--- config.mk ---
export PLATFORM = sky130hd
export DESIGN_NAME = fir_param_stream
export DESIGN_NICKNAME = d
export VERILOG_FILES = /design/src/rtl/fir_param_stream.sv
export SDC_FILE = /design/constraint.sdc
export NUM_CORES = 1
export LEC_CHECK = 0
export CELL_PAD_IN_SITES_DETAIL_PLACEMENT = 1
export CELL_PAD_IN_SITES_GLOBAL_PLACEMENT = 1
export CORE_ASPECT_RATIO = 1.75
export CORE_MARGIN = 8
export CORE_UTILIZATION = 41
export CTS_BUF_LIST = sky130_fd_sc_hd__clkbuf_2 sky130_fd_sc_hd__clkbuf_4 sky130_fd_sc_hd__clkbuf_8
export CTS_CLUSTER_SIZE = 28
export DETAILED_ROUTE_END_ITERATION = 6
export GPL_TIMING_DRIVEN = 1
export PLACE_DENSITY = 0.72
export SETUP_SLACK_MARGIN = 0.2
export SKIP_LAST_GASP = 1
export SLEW_MARGIN = 5
export SYNTH_ARGS = -nofsm -noshare
export SYNTH_HDL_FRONTEND = slang
export SYNTH_SLANG_ARGS = --single-unit
--- constraint.sdc ---
create_clock -name clk -period 7 [get_ports clk]
set_clock_uncertainty 0.1 [all_clocks]
set_input_delay 1.4 -clock clk [delete_from_list [all_inputs] [get_ports clk]]
set_output_delay 1.4 -clock clk [all_outputs]
set_load 0.02 [all_outputs]
--- src/rtl/fir_param_stream.sv ---
`timescale 1ns/1ps
`default_nettype none
// +----------------------------------------------------------------------------+
// | fir_param_stream: one-MAC-per-cycle streaming FIR with shift-loaded taps;   |
// | define FIR_PARAM_SAT_EN to clamp output instead of wrapping. Rev 1.0        |
// +----------------------------------------------------------------------------+
module fir_param_stream #(
   parameter int NTAPS = 8,
   parameter int X_W   = 8,
   parameter int C_W   = 8,
   parameter int Y_W   = 16
) (
   input  logic                  clk,
   input  logic                  reset,
   input  logic                  i_coef_load,
   input  logic signed [C_W-1:0] i_coef_in,
   input  logic                  i_s_valid,
   output logic                  o_s_ready,
   input  logic signed [X_W-1:0] i_s_data,
   output logic                  o_m_valid,
   input  logic                  i_m_ready,
   output logic signed [Y_W-1:0] o_m_data
);

   localparam int ACC_W = X_W + C_W + $clog2(NTAPS);
   localparam int IDX_W = $clog2(NTAPS);
   localparam logic [IDX_W-1:0] c_LAST = IDX_W'(NTAPS - 1);

   typedef enum logic [1:0] {
      IDLE = 2'd0,
      MAC  = 2'd1,
      HOLD = 2'd2
   } state_t;

   state_t                  r_state;
   state_t                  w_next;
   logic signed [C_W-1:0]   r_coef [NTAPS];
   logic signed [X_W-1:0]   r_x    [NTAPS];
   logic signed [ACC_W-1:0] r_acc;
   logic [IDX_W-1:0]        r_tap;
   logic                    r_mac_done;
   logic                    r_m_valid;
   logic signed [Y_W-1:0]   r_m_data;
   logic                    w_s_ready;
   logic                    w_accept;
   logic                    w_coef_shift;
   logic signed [X_W+C_W-1:0] w_prod;
   logic signed [Y_W-1:0]   w_y;

   always_ff @(posedge clk) begin
      if (reset) r_state <= IDLE;
      else       r_state <= w_next;
   end

   always_comb begin
      w_next       = r_state;
      w_s_ready    = 1'b0;
      w_accept     = 1'b0;
      w_coef_shift = 1'b0;
      case (r_state)
         IDLE: begin
            w_s_ready    = !i_coef_load && !reset;
            w_coef_shift = i_coef_load;
            w_accept     = i_s_valid && w_s_ready;
            if (w_accept) w_next = MAC;
         end
         MAC:     if (r_mac_done) w_next = HOLD;
         HOLD:    if (i_m_ready)  w_next = IDLE;
         default: w_next = IDLE;
      endcase
   end

   assign w_prod = r_coef[r_tap] * r_x[r_tap];

`ifdef FIR_PARAM_SAT_EN
   // Result fits when every bit above the output sign bit matches it.
   logic [ACC_W-Y_W:0] w_hi;
   logic               w_fits;
   assign w_hi   = r_acc[ACC_W-1:Y_W-1];
   assign w_fits = (&w_hi) | ~(|w_hi);
   always_comb begin
      w_y = r_acc[Y_W-1:0];
      if (!w_fits)
         w_y = r_acc[ACC_W-1] ? {1'b1, {(Y_W-1){1'b0}}} : {1'b0, {(Y_W-1){1'b1}}};
   end
`else
   logic w_unused_acc;
   assign w_unused_acc = ^r_acc;
   assign w_y          = r_acc[Y_W-1:0];
`endif

   always_ff @(posedge clk) begin
      if (reset) begin
         for (int k = 0; k < NTAPS; k++) begin
            r_coef[k] <= '0;
            r_x[k]    <= '0;
         end
         r_acc      <= '0;
         r_tap      <= '0;
         r_mac_done <= 1'b0;
         r_m_valid  <= 1'b0;
         r_m_data   <= '0;
      end else begin
         if (w_coef_shift) begin
            r_coef[0] <= i_coef_in;
            for (int k = 1; k < NTAPS; k++) r_coef[k] <= r_coef[k-1];
         end
         if (w_accept) begin
            r_x[0] <= i_s_data;
            for (int k = 1; k < NTAPS; k++) r_x[k] <= r_x[k-1];
            r_acc      <= '0;
            r_tap      <= '0;
            r_mac_done <= 1'b0;
         end
         // Products run for NTAPS cycles; the following cycle registers the result.
         if (r_state == MAC && !r_mac_done) begin
            r_acc <= r_acc + ACC_W'(w_prod);
            if (r_tap == c_LAST) r_mac_done <= 1'b1;
            else                 r_tap      <= r_tap + IDX_W'(1);
         end
         if (r_state == MAC && r_mac_done) begin
            r_m_data  <= w_y;
            r_m_valid <= 1'b1;
         end
         if (r_state == HOLD && i_m_ready) r_m_valid <= 1'b0;
      end
   end

   assign o_s_ready = w_s_ready;
   assign o_m_valid = r_m_valid;
   assign o_m_data  = r_m_data;

endmodule
`default_nettype wire

**Clock nets**

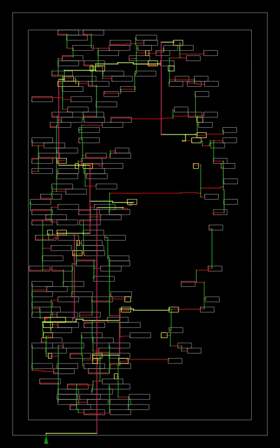
number of CTS-inserted buffers: 17
number of flip-flops and latches: 167
clk ins delay skew pair: 0.50 ns
P_clk: 0.697 mW
number of clock sinks: 167

**Wiring heat map**

Scale bar: 50 um. The die is cut into 13 by 22 equal tiles; dark blue is low, red is high, scaled to the fullest tile. Values are wire area over tile area, all layers added.
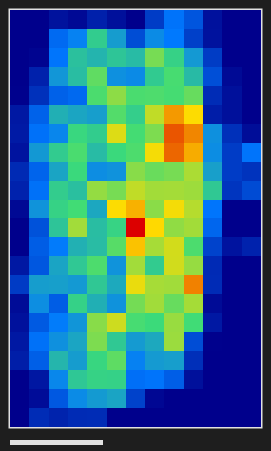
nearly empty tiles	21%
emptiest ninth of the die	south-east
densest ninth of the die	centre
tiles over half the peak	24%
fullest tile	0.41

==> flow_summary.ini <==
; implementation run metrics
[run_status]
result_of_the_run = complete, no violations

[logic_synthesis]
synthDominantCellAreaShare = 0.379
post_synth.cell_area_avg_um2 = 12.5
synth_seq_share = 0.456
synth-area-yosys_mm2 = 0.0101
enable_flop_cells = 128
yosys-stat-cells = 811
yosys.cell_types.count = 54
syn-num-nets = 942
postSynth.topFlopCell = edfxtp_1
syn_area_mm2 = 0.0101

[critical_path]
worst-r2r-setup-slack_ns = 0.79
cell_family_contributing_the_most_delay_on_the_critical_path = adder cells
critPathSlowestCell = mux4_2
critical_path.n_buffers_inverters = 3
cp_startpoint_kind = flop
worstReg2RegEnd = r_acc[13]$_SDFFE_PP0P_
worstSetupStartpoint = r_tap[0]$_SDFF_PP0_
critPathMaxStageDelay_ns = 0.55
cp.arrival_ns = 6.50

[placement]
place_hpwl_um = 16800
place.gp.congestion = 0.815

[power_and_ir_drop]
p_per_cell_area_mw_per_mm2 = 245
clock_power_share = 0.253
p_comb_frac = 0.317
power.share.sequential = 0.430

[route]
route.detailed.wl_per_inst_um = 19.6
antenna_violating_nets_post_route = 0
dr.pass1.iters = 5
remaining_drc_errors = 0
vias_per_cell = 5.34

[hold_path]
hold_path_class = flop to flop

[clock_tree]
post-cts-setup-buffer-count = 0
cts-hold-fix-buffers = 0

[global_routing]
gr-usage-all-layers = 0.161
grt_pass1_wl_um = 37200
grt_busiest_layer = met2
vias_in_the_first_global_route = 6839
maximum_number_of_pins_on_one_net_before_global_route_repair = 75

[timing]
timing_hold_violations_final = 0
rsz0062_at_grt = no
layout_min_cycle_time_ns = 6.21

[floorplan]
fp_util = 0.415
die_height_um = 224
core_region_area_mm2 = 0.0244

[final_layout]
num-nets-final = 972
drive_above_1_share = 0.125

[flow_run]
openroad.warnings = 27
**The metal 1 layer**

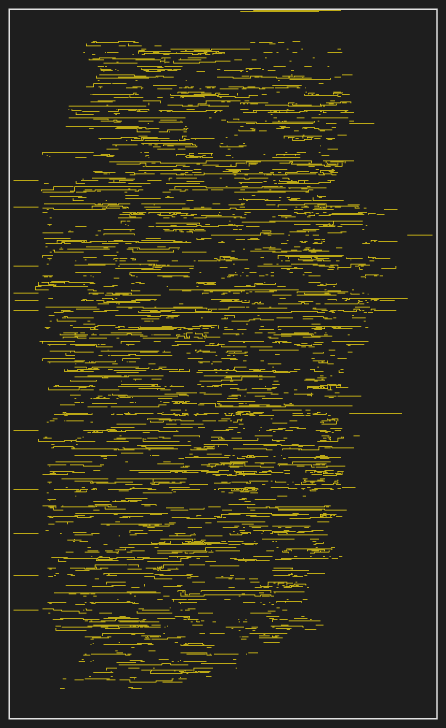
share of all routed wire	40%
wire length on this layer	9040 um
main direction	horizontal
nets with wire on the layer	918

**Met3 routing**

Scale bar: 50 um.
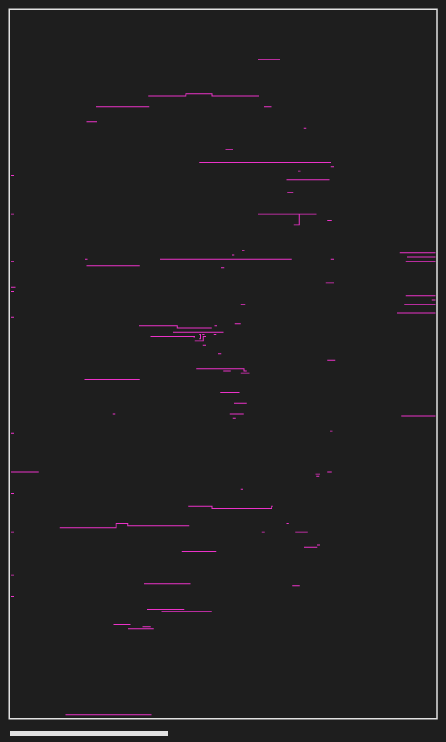
longest straight run	41.4 um
main direction	horizontal
detailed-route via count: 6226
total detailed-routing wirelength: 22800 um
met3 GRT Util: 0.0280

cell usage in the layout, fill, tap and decap left out, drive strengths merged, types with 19 or more instances in the layout:
cell,netlist,final
edfxtp,128,128
inv,77,78
fa,71,71
nand2,53,53
and3,50,50
and2,50,50
nor2b,48,48
nor2,47,47
ha,39,39
dfxtp,39,39
clkdlybuf4s50,0,37
a21oi,36,36
mux4,32,32
clkbuf,28,19
logic make-up (layout without fill, tap and decap cells):
family / count (synthesis) / after routing / synth area share
compound gates: 60 / 60 / 0.0354
flops: 167 / 167 / 0.456
other cells: 0 / 1 / 0
buf+inv: 117 / 160 / 0.0476
xor+xnor: 14 / 14 / 0.0121
mux: 50 / 50 / 0.104
simple gates: 293 / 293 / 0.157
fa+ha+maj: 110 / 110 / 0.188
stage by stage:
stage	hold WS, ns	util	area [um^2]	power, mW
floorplan	0.345	-	10100	1.86
global placement	0.346	0.444	10800	2.05
detailed placement	0.349	0.444	10800	2.09
CTS	0.362	0.459	11200	2.79
global route	0.379	0.459	11200	2.93
finish	0.360	0.459	11200	2.76
cell type report:
| type | instances | area share |
|---|---|---|
| clock inverters | 13 | 0.0117 |
| repair buffers | 51 | 0.0433 |
| inverters | 77 | 0.0257 |
| multi-input cells | 527 | 0.450 |
| diodes | 1 | 0.000223 |
| well taps | 312 | 0.0348 |
| clock buffers | 19 | 0.0222 |
| flip-flops and latches | 167 | 0.412 |
state kept, by name, indices dropped and copies added (netlist names):
register	count
r_acc	16
r_x	64
o_m_data	16
r_coef	64
r_state	2
r_tap	3
o_m_valid	1
r_mac_done	1
routing by layer:
metal	share of wire	up-vias
met5	0	-
met4	0.052	0
met3	0.026	53
met2	0.53	109
met1	0.40	3220
li1	-	2844
No activity file was given, so power comes from the tool's default toggle rates.
